**Run 1: zoomed window**

Region (60, 28) to (100, 68) um. Cells in gray, sequential cells in the stronger gray; small squares are vias.
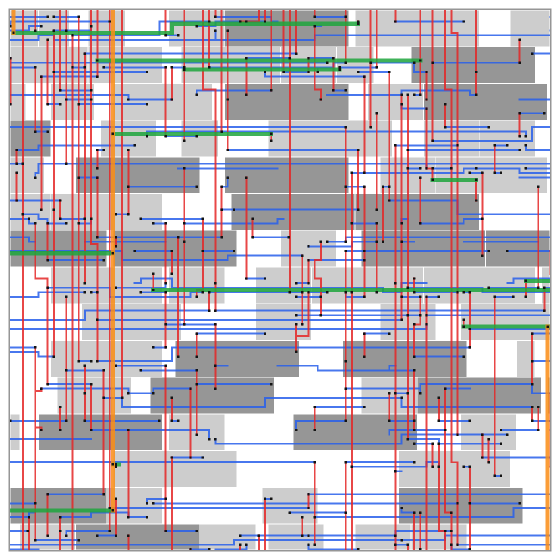
**Run 1: placement view**

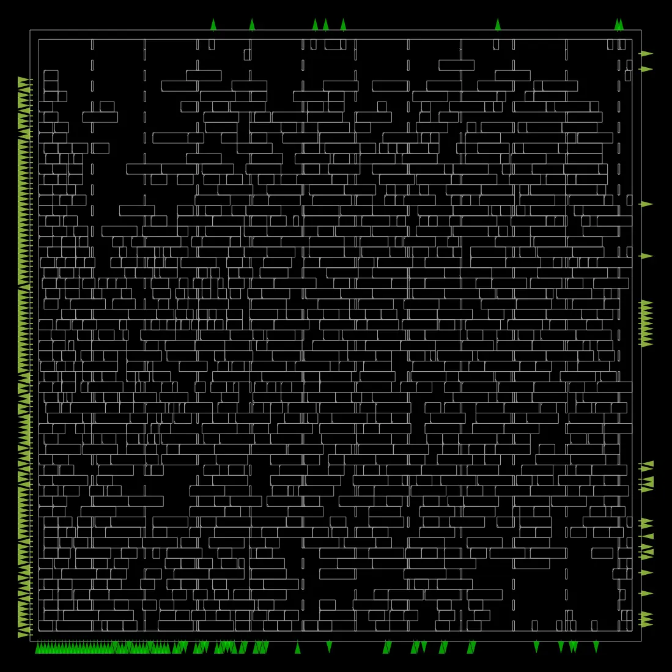
**Run 1: metal layers overlaid**

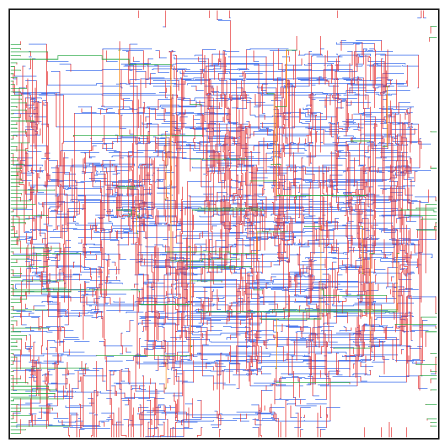
**Run 1: signal wires on met3**

Scale bar: 50 um.
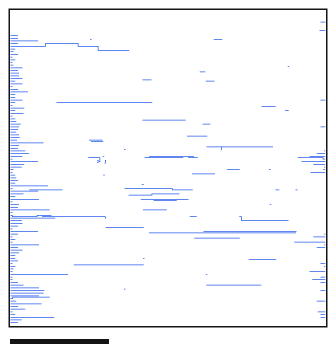
==> src/rtl/mmio_console_if.sv <==
// mmio_console_if: core data-memory write/read ports and the TX character stream of mmio_console.
interface mmio_console_if;
    logic        wready;
    logic [31:0] waddr;
    logic [31:0] wdata;
    logic [3:0]  wstrb;
    logic        wstall;
    logic        rready;
    logic [31:0] raddr;
    logic        rresp;
    logic [31:0] rdata;
    logic        tx_valid;
    logic        tx_ready;
    logic [3:0]  tx_chan;
    logic [7:0]  tx_data;
    modport master (
        output wready, waddr, wdata, wstrb, rready, raddr, tx_ready,
        input  wstall, rresp, rdata, tx_valid, tx_chan, tx_data
    );
    modport slave (
        input  wready, waddr, wdata, wstrb, rready, raddr, tx_ready,
        output wstall, rresp, rdata, tx_valid, tx_chan, tx_data
    );
endinterface

==> src/rtl/mmio_console.sv <==
// mmio_console: PUTC channels into a TX FIFO, EXIT and STATUS registers on the srv32 data bus.
// Defining MMIO_WATCHDOG_EN builds the PC-stall watchdog; otherwise timeout is tied low.
module mmio_console #(
    parameter logic [31:0] BASE_ADDR = 32'h8000_0000,
    parameter int          NCH       = 2,
    parameter int          DEPTH     = 16,
    parameter int          TIMEOUT   = 100
) (
    input  logic                 clk,
    input  logic                 resetb,
    mmio_console_if.slave        bus,
    output logic                 exit_valid,
    output logic [31:0]          exit_code,
    output logic                 exit_done,
    input  logic [31:0]          pc,
    output logic                 timeout
);
    localparam int              AW       = $clog2(DEPTH);
    localparam int              CW       = AW + 1;
    localparam logic [CW-1:0]   FULL_CNT = DEPTH[CW-1:0];
    localparam logic [31:0]     PUTC_END = 32'(4 * NCH);
    logic [11:0]   mem [DEPTH];
    logic [AW-1:0] wr_ptr, rd_ptr;
    logic [CW-1:0] count;
    logic [31:0]   woff, roff, status;
    logic          full, empty, putc_hit, push, pop, exit_wr;
    assign woff     = bus.waddr - BASE_ADDR;
    assign roff     = bus.raddr - BASE_ADDR;
    assign putc_hit = woff[1:0] == 2'b00 && woff < PUTC_END;
    assign full     = count == FULL_CNT;
    assign empty    = count == '0;
    // full is judged before any same-cycle pop, so a full FIFO always refuses
    assign push     = bus.wready && putc_hit && bus.wstrb[0] && !full;
    assign pop      = !empty && bus.tx_ready;
    assign exit_wr  = bus.wready && woff == 32'h40 && |bus.wstrb && !exit_valid;
    assign bus.wstall   = bus.wready && putc_hit && full;
    assign bus.tx_valid = !empty;
    assign {bus.tx_chan, bus.tx_data} = mem[rd_ptr];
    assign exit_done    = exit_valid && empty;
    assign status       = {12'b0, timeout, exit_valid, empty, full, 16'(count)};
    always_ff @(posedge clk or negedge resetb) begin
        if (!resetb) begin
            for (int i = 0; i < DEPTH; i++) mem[i] <= '0;
            wr_ptr <= '0;
            rd_ptr <= '0;
            count  <= '0;
        end else begin
            if (push) mem[wr_ptr] <= {woff[5:2], bus.wdata[7:0]};
            if (push) wr_ptr <= wr_ptr + AW'(1);
            if (pop) rd_ptr <= rd_ptr + AW'(1);
            count <= count + CW'(push) - CW'(pop);
        end
    end
    always_ff @(posedge clk or negedge resetb) begin
        if (!resetb) begin
            exit_valid <= 1'b0;
            exit_code  <= '0;
            bus.rresp  <= 1'b0;
            bus.rdata  <= '0;
        end else begin
            if (exit_wr) exit_valid <= 1'b1;
            if (exit_wr) exit_code <= bus.wdata;
            bus.rresp <= bus.rready;
            bus.rdata <= bus.rready && roff == 32'h44 ? status : '0;
        end
    end
`ifdef MMIO_WATCHDOG_EN
    logic [31:0] pc_q;
    logic [15:0] wd_cnt, wd_next;
    assign wd_next = pc != pc_q ? '0 : wd_cnt == 16'hffff ? wd_cnt : wd_cnt + 16'd1;
    // flag is set on the edge the counter reaches TIMEOUT, so it is visible with that count
    always_ff @(posedge clk or negedge resetb) begin
        if (!resetb) begin
            pc_q    <= '0;
            wd_cnt  <= '0;
            timeout <= 1'b0;
        end else begin
            pc_q   <= pc;
            wd_cnt <= wd_next;
            if (wd_next == 16'(TIMEOUT)) timeout <= 1'b1;
        end
    end
`else
    logic unused_pc;
    assign unused_pc = ^pc;
    assign timeout   = 1'b0;
`endif
endmodule

==> src/flat_wrapper.sv <==
// flat-port wrapper written by rule: the top's interface ports become plain ports
module mmio_console_flat 
#(
    parameter logic [31:0] BASE_ADDR = 32'h8000_0000,
    parameter int          NCH       = 2,
    parameter int          DEPTH     = 16,
    parameter int          TIMEOUT   = 100
)
  (clk, resetb, exit_valid, exit_code, exit_done, pc, timeout, bus_wready, bus_waddr, bus_wdata, bus_wstrb, bus_rready, bus_raddr, bus_tx_ready, bus_wstall, bus_rresp, bus_rdata, bus_tx_valid, bus_tx_chan, bus_tx_data);
  mmio_console_if bus_i ();
  input  logic clk;
  input  logic resetb;
  output logic exit_valid;
  output logic [31:0] exit_code;
  output logic exit_done;
  input  logic [31:0] pc;
  output logic timeout;
  input wire logic [$bits(bus_i.wready)-1:0] bus_wready;
  input wire logic [$bits(bus_i.waddr)-1:0] bus_waddr;
  input wire logic [$bits(bus_i.wdata)-1:0] bus_wdata;
  input wire logic [$bits(bus_i.wstrb)-1:0] bus_wstrb;
  input wire logic [$bits(bus_i.rready)-1:0] bus_rready;
  input wire logic [$bits(bus_i.raddr)-1:0] bus_raddr;
  input wire logic [$bits(bus_i.tx_ready)-1:0] bus_tx_ready;
  output wire logic [$bits(bus_i.wstall)-1:0] bus_wstall;
  output wire logic [$bits(bus_i.rresp)-1:0] bus_rresp;
  output wire logic [$bits(bus_i.rdata)-1:0] bus_rdata;
  output wire logic [$bits(bus_i.tx_valid)-1:0] bus_tx_valid;
  output wire logic [$bits(bus_i.tx_chan)-1:0] bus_tx_chan;
  output wire logic [$bits(bus_i.tx_data)-1:0] bus_tx_data;
  assign bus_i.wready = bus_wready;
  assign bus_i.waddr = bus_waddr;
  assign bus_i.wdata = bus_wdata;
  assign bus_i.wstrb = bus_wstrb;
  assign bus_i.rready = bus_rready;
  assign bus_i.raddr = bus_raddr;
  assign bus_i.tx_ready = bus_tx_ready;
  assign bus_wstall = bus_i.wstall;
  assign bus_rresp = bus_i.rresp;
  assign bus_rdata = bus_i.rdata;
  assign bus_tx_valid = bus_i.tx_valid;
  assign bus_tx_chan = bus_i.tx_chan;
  assign bus_tx_data = bus_i.tx_data;
  mmio_console #(.BASE_ADDR(BASE_ADDR), .NCH(NCH), .DEPTH(DEPTH), .TIMEOUT(TIMEOUT)) u_core (.clk(clk), .resetb(resetb), .bus(bus_i), .exit_valid(exit_valid), .exit_code(exit_code), .exit_done(exit_done), .pc(pc), .timeout(timeout));
endmodule
==> config.mk <==
export PLATFORM = sky130hd
export DESIGN_NAME = mmio_console_flat
export DESIGN_NICKNAME = d
export VERILOG_FILES = /design/src/rtl/mmio_console_if.sv /design/src/rtl/mmio_console.sv /design/src/flat_wrapper.sv
export SDC_FILE = /design/constraint.sdc
export NUM_CORES = 1
export LEC_CHECK = 0
export CAP_MARGIN = 20
export CORE_MARGIN = 2
export CORE_UTILIZATION = 47
export DETAILED_ROUTE_END_ITERATION = 7
export GPL_ROUTABILITY_DRIVEN = 0
export PLACE_DENSITY = 0.72
export SYNTH_ARGS = -nofsm -noshare
export SYNTH_HDL_FRONTEND = slang
export SYNTH_SLANG_ARGS = --single-unit
export TNS_END_PERCENT = 100
==> constraint.sdc <==
create_clock -name clk -period 3.1 [get_ports clk]
set_clock_uncertainty 0.15 [all_clocks]
set_input_delay 0.62 -clock clk [delete_from_list [all_inputs] [get_ports clk]]
set_output_delay 0.62 -clock clk [all_outputs]
set_load 0.01 [all_outputs]
==> results.py, run 1 <==
# Generated from Yosys and OpenROAD reports
metrics = {
    "synthesis": {
        "synth-async-reset-ratio_pct": 100.0,
        "edf_count": 0,
        "syn_area_mm2": 0.01147,
        "synth_cells": 745,
        "synth_warnings": 0,
        "avgSynthCellArea_um2": 15.39,
        "yosys.stat.seqShare_pct": 53.89,
        "ys_ff": 247,
        "synth_cell_type_count": 39,
        "synth_top_cell_by_area": "dfrtp_1",
        "common_cells": "247 x dfrtp_1, 143 x mux2_2, 60 x mux4_2, 53 x nor2b_1, 37 x buf_4",
        "topCellsByArea": "dfrtp_1 54%, mux2_2 14%, mux4_2 12%",
    },
    "drt": {
        "vias_per_cell": 5.365,
        "drt_iter0_drc": 326,
        "drt.antenna.violating_nets": 0,
        "first_pass_iters": 5,
        "wl_per_cell_um": 20.29,
        "highest_layer": "met4",
        "route.detailed.drc": 0,
        "dr_wl_met3_mm": 1.452,
    },
    "sta": {
        "tightest_slew_ps": 672.1,
        "setup_viol": 12,
        "max_freq_ghz": 0.3066,
        "final.setup.tns_ps": -1505,
        "fin_crit_sh_pct": 105.2,
        "slew_violations": 0,
        "setup_slack_ps": -162.1,
        "maxSlewHeadroom_pct": 55.19,
        "rsz0062_at_grt": "true",
        "hold_viol": 0,
    },
    "place": {
        "dp_hpwl_mm": 16.85,
        "dp_slack_ps": -178.8,
        "io_buffers": 161,
        "dp_cells": 1226,
    },
    "layout": {
        "diodes": 0,
        "layout_top_cells": "245 x dfrtp_1, 146 x clkdlybuf4s50_1, 143 x mux2_2, 60 x mux4_2, 53 x nor2b_1",
        "nNonClkBuffers": 229,
        "reg_top3": "u_core.mem: 192 flops, u_core.exit_code: 32 flops, u_core.bus.rdata: 8 flops",
        "final-nonclk-buf-share_pct": 17.08,
        "seq_share_pct": 41.67,
        "final_area_mm2": 0.01485,
        "layout-drive-gt1-share_pct": 36.66,
        "regMostFlops": "u_core.mem",
        "nClkBuffers": 37,
        "mostFrequentLayoutCell": "dfrtp_1",
        "nNonClkInverters": 12,
        "final_nets": 1096,
        "num-multi-input-gates": 430,
        "largest_reg_flops": 192,
        "clock_area_share_pct": 5.748,
        "dominant-cell-class": "sequential cells",
    },
    "floorplanning": {
        "dieWidth_um": 160.2,
        "taps": 324,
        "rows": 57,
        "dieArea_mm2": 0.02567,
        "die_h_um": 160.2,
        "fp_util_pct": 47.58,
    },
    "grt": {
        "grt_antenna_before_repair": 0,
        "met2_usage_pct": 35.54,
        "use_met3_pct": 4.338,
        "met1_usage_pct": 28.97,
        "grt_pass1_wl_mm": 42.12,
        "grt_most_used_layer": "met2",
        "grt_max_degree": 86,
        "grt_overflow": 0,
    },
    "worst_setup_path": {
        "critPathKind": "reg2out",
        "r2r_end": "u_core.count[4]",
        "cp_top_family": "multiplexers",
        "path_cells": "buf_12, buf_12, mux4_2, mux4_2, buf_6",
        "end_kind": "output port",
        "cp-start-kind": "register",
        "rrSetupSlack_ps": 210,
        "critPathBufInv": 3,
        "rr_worst_depth": 13,
        "cp_data_arrival_time_ps": 2490,
    },
    "clock_network": {
        "clock-root-buffer": "clkbuf_16",
        "clkSlewWorstSetupHoldPaths_ps": 60,
        "cts_resized": 66,
        "clockBufferDepth": 3,
        "worst_skew_pair.late_latency_ps": 510,
        "holdBufCountCts": 1,
        "h-tree-depth": 1,
    },
    "job": {
        "warning_count": 64,
    },
    "pwr": {
        "leakage_nw": 7.010,
        "vdd.ir_drop.worst_mv": 0.3818,
    },
    "min_path": {
        "min_from": "u_core.exit_code[27]",
        "hold_path_class": "reg2reg",
    },
    "run_status": {
        "status": "finished with violations",
        "violations": "negative setup slack",
    },
}
About 'zoomed window':
- blue: metal 1
- green: metal 3
- orange: metal 4
- red: metal 2
- netlist names of flops here include: u_core.mem (21)
- most frequent: dfrtp_1 (21), mux2_2 (19), mux4_2 (7)
- cells with their middle in the window: 71
- sequential cells in the window: 21

About 'placement view':
num sequential: 247
fill count: 1899

About 'metal layers overlaid':
- green: metal 3 (wire length 1450 um)
- orange: metal 4 (wire length 431 um)
- blue: metal 1 (wire length 11500 um)
- red: metal 2 (wire length 12800 um)
Detailed Route WL: 26.11 mm
via count: 6905

About 'signal wires on met3':
- longest straight run: 74.3 um
- nets with wire on the layer: 160
- wire length on this layer: 1450 um
- main direction: horizontal

run 1: report_power, final:
part           switching [W]  internal (W)
sequential          0.000100       0.00330
clock                0.00125       0.00187
combinational       0.000834       0.00104
total                0.00218       0.00620
run 1: logic make-up (layout without fill, tap and decap cells):
| logic type | after synthesis | after routing | synth area share (%) |
|---|---|---|---|
| flip-flops | 247 | 247 | 53.89 |
| XOR/XNOR | 10 | 10 | 0.7637 |
| multiplexers | 238 | 238 | 29.26 |
| adder cells (fa/ha/maj) | 12 | 12 | 1.375 |
| AND/OR/NAND/NOR | 141 | 141 | 9.568 |
| AND-OR/OR-AND | 4 | 4 | 0.2183 |
| other | 1 | 25 | 0.03270 |
| buffers and inverters | 92 | 286 | 4.888 |
**Run 1: clock distribution**

Scale bar: 50 um.
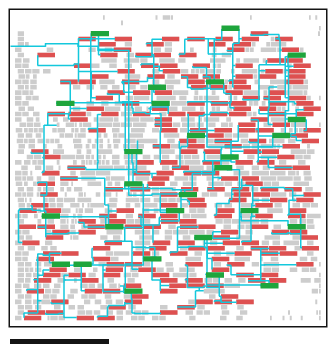

--- run 2 (diff from run 1) ---
--- a/config.mk
+++ b/config.mk
@@ -5,9 +5,10 @@
 export SDC_FILE = /design/constraint.sdc
 export NUM_CORES = 1
 export LEC_CHECK = 0
+export ABC_AREA = 1
 export CAP_MARGIN = 20
 export CORE_MARGIN = 2
-export CORE_UTILIZATION = 47
+export CORE_UTILIZATION = 48
 export DETAILED_ROUTE_END_ITERATION = 7
 export GPL_ROUTABILITY_DRIVEN = 0
 export PLACE_DENSITY = 0.72
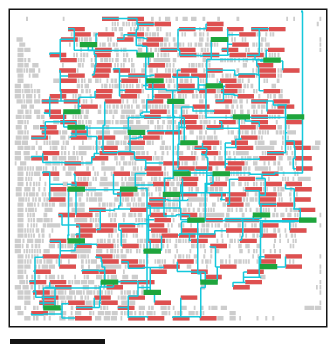
**Above:** run 2 (clock distribution).
Scale bar: 50 um.
- green: clock drivers (count 28)
- red: flip-flops (count 247)
- cyan: clock wires (length 3120 um)
- routed clock nets: 29
power of the clock network: 0.00345 W
clk_lat worst skew: 540 ps

==> results.py, run 2 <==
# Generated from Yosys and OpenROAD reports
metrics = {
    "sta": {
        "fin_crit_sh_pct": 100.5,
        "setup_slack_ps": -15.66,
        "final.setup.tns_ps": -15.66,
        "tightest_slew_ps": 844.3,
        "max_freq_ghz": 0.3210,
        "hold_viol": 0,
        "setup_viol": 1,
    },
    "clock_network": {
        "cts_resized": 38,
        "clkSlewWorstSetupHoldPaths_ps": 60,
        "clock-root-buffer": "clkbuf_16",
        "clockBufferDepth": 3,
    },
    "pwr": {
        "seqPwrFrac_pct": 32.4,
        "vdd.ir_drop.worst_mv": 0.4225,
        "leakage_nw": 8.127,
        "top_power_group": "combinational cells",
        "powerComb_w": 0.00354,
        "comb_power_share_pct": 34.2,
        "p_sw_share_pct": 35.04,
        "p_seq_w": 0.00336,
    },
    "worst_setup_path": {
        "r2r_end": "u_core.count[4]",
        "cp_top_family": "buffers and inverters",
        "rrSetupSlack_ps": 300,
        "critPathKind": "reg2out",
        "end_kind": "output port",
        "critPathBufInv": 3,
        "cp_data_arrival_time_ps": 2350,
        "rr_worst_depth": 15,
    },
    "synthesis": {
        "edf_count": 0,
        "simple_gate_area_share_pct": 29.68,
        "synth_warnings": 0,
        "mux_share_pct": 0,
        "synthXorXnorAreaFrac_pct": 0.5528,
        "ys_ff": 247,
        "synth_cell_type_count": 32,
        "common_cells": "420 x nand2_1, 247 x dfrtp_1, 202 x nor2_1, 155 x nand4_1, 133 x o21ai_0",
        "yosys.stat.seqShare_pct": 48.77,
        "synth_cells": 1572,
        "syn_area_mm2": 0.01267,
        "synth-async-reset-ratio_pct": 100.0,
        "topCellsByArea": "dfrtp_1 49%, nand2_1 12%, nand4_1 7.7%",
        "synthAoiAreaFrac_pct": 8.608,
        "synth_top_cell_by_area": "dfrtp_1",
        "fa_ha_area_share_pct": 1.244,
        "logic_family": "simple AND/OR/NAND/NOR gates",
    },
    "floorplanning": {
        "fp_util_pct": 48.78,
        "dieWidth_um": 166.5,
    },
    "drt": {
        "route.detailed.drc": 0,
        "wl_per_cell_um": 17.56,
        "dr_wl_met3_mm": 3.196,
        "vias_per_cell": 5.519,
        "drt.antenna.violating_nets": 0,
        "first_pass_iters": 7,
        "highest_layer": "met4",
    },
    "place": {
        "dp_cells": 1985,
        "dp_hpwl_mm": 22.00,
        "dp_slack_ps": 7.474,
        "io_buffers": 161,
    },
    "min_path": {
        "min_from": "u_core.mem[118]",
        "hold_path_class": "reg2reg",
    },
    "grt": {
        "grt_antenna_before_repair": 0,
        "grt_max_degree": 100,
        "met2_usage_pct": 43.19,
        "grt_overflow": 0,
        "grt_most_used_layer": "met2",
        "grt_pass1_wl_mm": 58.55,
        "met1_usage_pct": 33.92,
    },
    "job": {
        "warning_count": 64,
    },
    "layout": {
        "regMostFlops": "u_core.mem",
        "mostFrequentLayoutCell": "nand2_1",
        "fillerInstances": 2297,
        "reg_top3": "u_core.mem: 192 flops, u_core.exit_code: 32 flops, u_core.bus.rdata: 8 flops",
        "layout_top_cells": "418 x nand2_1, 245 x dfrtp_1, 200 x nor2_1, 155 x nand4_1, 147 x clkdlybuf4s50_1",
        "layout-drive-gt1-share_pct": 8.377,
        "final_area_mm2": 0.01543,
    },
    "run_status": {
        "status": "finished with violations",
        "violations": "negative setup slack",
    },
}
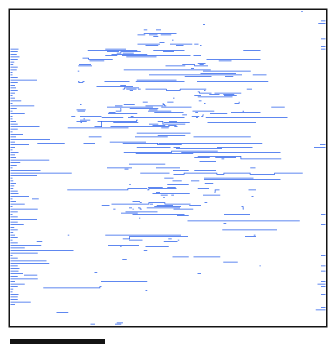
**Above:** run 2 (signal wires on met3).
Scale bar: 50 um.
- wire length on this layer: 3200 um
- longest straight run: 58.9 um
Detailed Route WL: 35.87 mm
met3 usage in global routing: 4.705%
via count: 11270

run 2: netlist changes by cell type in the layout (fill, tap and decap cells not counted), moves of 20 or more:
cell / previous run / this run
o211ai_1: 0 / 48
nand2_1: 3 / 418
inv_1: 10 / 123
nor2b_1: 53 / 0
nor2_1: 3 / 200
mux2_1: 35 / 0
mux4_2: 60 / 0
nand4_1: 9 / 155
o21ai_0: 0 / 121
buf_12: 27 / 7
o21ai_1: 0 / 22
mux2_2: 143 / 0
run 2: layout make-up:
class / count / area [um^2] / area share (%)
tap: 335 / 419.2 / 2.716
clock buffer: 37 / 785.8 / 5.091
multi-input combinational: 1065 / 5195 / 33.66
timing repair buffer: 217 / 2182 / 14.14
clock inverter: 13 / 180.2 / 1.167
sequential: 247 / 6183 / 40.06
inverter: 128 / 488.0 / 3.162
Power figures rest on the tool's default switching activity, not on a simulated workload.
